==> config.mk <==
export PLATFORM = sky130hd
export DESIGN_NAME = seven_seg_scan_n
export DESIGN_NICKNAME = d
export VERILOG_FILES = /design/src/rtl/seven_seg_scan_n.sv
export SDC_FILE = /design/constraint.sdc
export NUM_CORES = 1
export LEC_CHECK = 0
export ABC_AREA = 1
export CAP_MARGIN = 15
export CORE_UTILIZATION = 30
export CTS_CLUSTER_SIZE = 28
export DETAILED_ROUTE_END_ITERATION = 7
export MAX_ROUTING_LAYER = met4
export SYNTH_ARGS = -nofsm -noshare
export SYNTH_HDL_FRONTEND = slang
export SYNTH_SLANG_ARGS = --single-unit
==> constraint.sdc <==
create_clock -name clk -period 3 [get_ports clk]
set_input_delay 0.3 -clock clk [delete_from_list [all_inputs] [get_ports clk]]
set_output_delay 0.3 -clock clk [all_outputs]
set_load 0.1 [all_outputs]
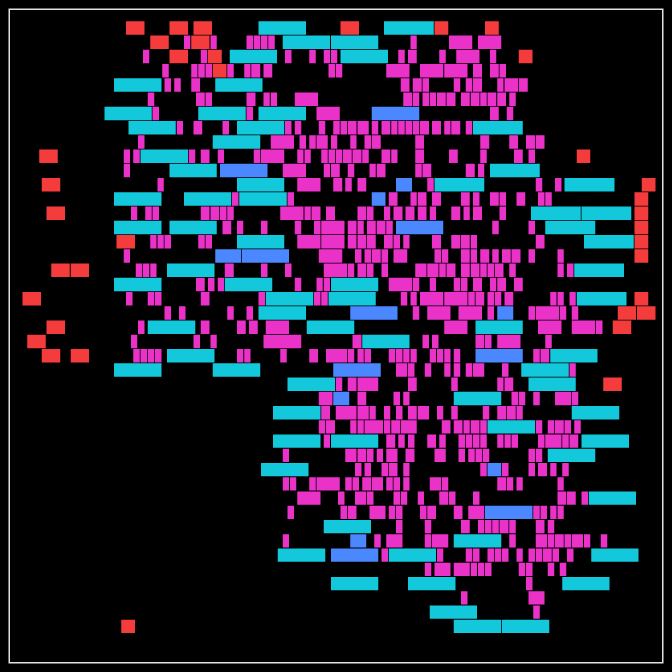
(images/cell_classes.png)
| colour | class | cells | share of their area |
|---|---|---|---|
| blue | clock drivers and dummy loads | 16 | 5.8% |
| magenta | all other logic | 535 | 52% |
| cyan | flip-flops | 72 | 36% |
| red | other buffers and delay cells | 36 | 6.5% |
core region area: 0.01459 sq mm
Core Util, Final: 0.3599
final instance area: 0.005251 sq mm

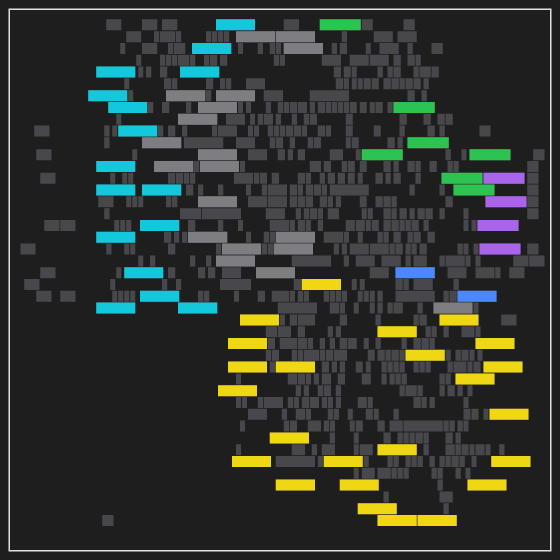
(images/registers.png)
Other sequential cells in the stronger grey, the rest of the logic in the fainter grey.
| colour | name in the netlist | placed flops |
|---|---|---|
| yellow | cnt | 24 |
| cyan | pending | 16 |
| purple | an_n | 4 |
| green | seg | 7 |
| blue | idx | 2 |
not coloured: 19
P_seq: 995 uW
Seq/total area: 0.3457
Storage cell area: 0.001815 sq mm

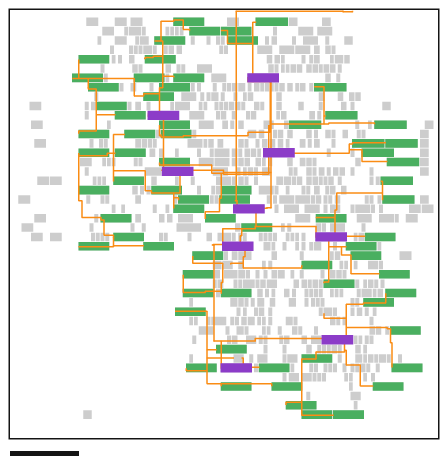
(images/clock_map.png)
Bar = 20 um.
[green] flip-flops | count: 72
[purple] cells driving clock nets | count: 9
[orange] clock wires | length: 1,150 um
flops lie: widely spread
Clk pwr share: 0.494
Post-Route Skew: 0.008658 ns
clk latency late pin: 0.34 ns
clk pwr: 1.05 mW

==> impl_metrics.py <==
# Auto-generated metrics
metrics = {
    "outcome": {
        "status": "complete, no violations",
    },
    "yosys": {
        "synthDistinctLibCells": 29,
        "synth-edff-count": 0,
        "netlist_area_sq_mm": 0.004499,
        "synth_top_flop_cell": "dfrtp_1",
        "ys_warn_count": 0,
    },
    "clock_network": {
        "cts_made_buffers": 9,
        "cts_tree": "built",
        "clk_pin_slew_ns": 0.06,
        "clock_path_buffers": 2,
    },
    "sta": {
        "finalHoldViolCount": 0,
        "tightest_slew_ns": 0.9611,
        "slew_headroom": 0.3573,
    },
    "global_route": {
        "grt_max_degree": 73,
        "grt_pass1_wl_um": 17570,
        "antenna_found_initial": 0,
        "grtUsageTotal": 0.1419,
    },
    "layout": {
        "num-fill-cells": 1548,
        "layout-area-overhead-vs-synth_pct": 16.71,
        "fin_cells": 843,
        "clkbuf_count": 10,
        "inverters": 77,
        "comb_area_sq_mm": 0.002302,
        "comb.multi_input.count": 458,
        "mostFrequentLayoutCells": "193 x nand2_1, 72 x inv_1, 69 x nand3_1",
    },
    "placement": {
        "portBuffers": 34,
        "post_dp_cell_area_sq_mm": 0.004962,
        "dp_slack_ns": 1.010,
    },
    "route": {
        "ant_nets": 0,
    },
    "setup_path": {
        "required_ns": 2.70,
        "cp_top_family": "buffers and inverters",
        "cp_slowest_cell": "clkdlybuf4s50_1",
        "path_max_fanout": 1,
        "worstRegToRegCells": 9,
    },
    "die": {
        "fp_util": 0.3084,
        "die_h_um": 124.5,
        "io_pins": 35,
        "rows": 44,
    },
    "power_and_ir_drop": {
        "power_mw": 2.130,
        "powerDensity_mw_per_mm2": 405.6,
    },
}
layer usage:
metal	share of wire	wire [um]	GRT usage
met2	0.39	3930	0.1904
met4	0.017	170	0.05245
met1	0.55	5542	0.2076
met3	0.038	379	0.02792
met5	0	0	-
logic make-up after synthesis:
group | after synthesis | share of synthesized area
simple gates | 361 | 0.3432
compound gates | 57 | 0.06563
xor+xnor | 10 | 0.01947
fa+ha+maj | 30 | 0.08343
buf+inv | 95 | 0.08482
flops | 72 | 0.4035
power breakdown:
group	switching (mW)	leakage (nW)	internal [mW]	total, mW
logic	0.0471	1.55	0.0347	0.0818
registers	0.00481	0.920	0.990	0.995
clock network	0.462	0.136	0.591	1.05
Power and IR drop assume default switching activity.
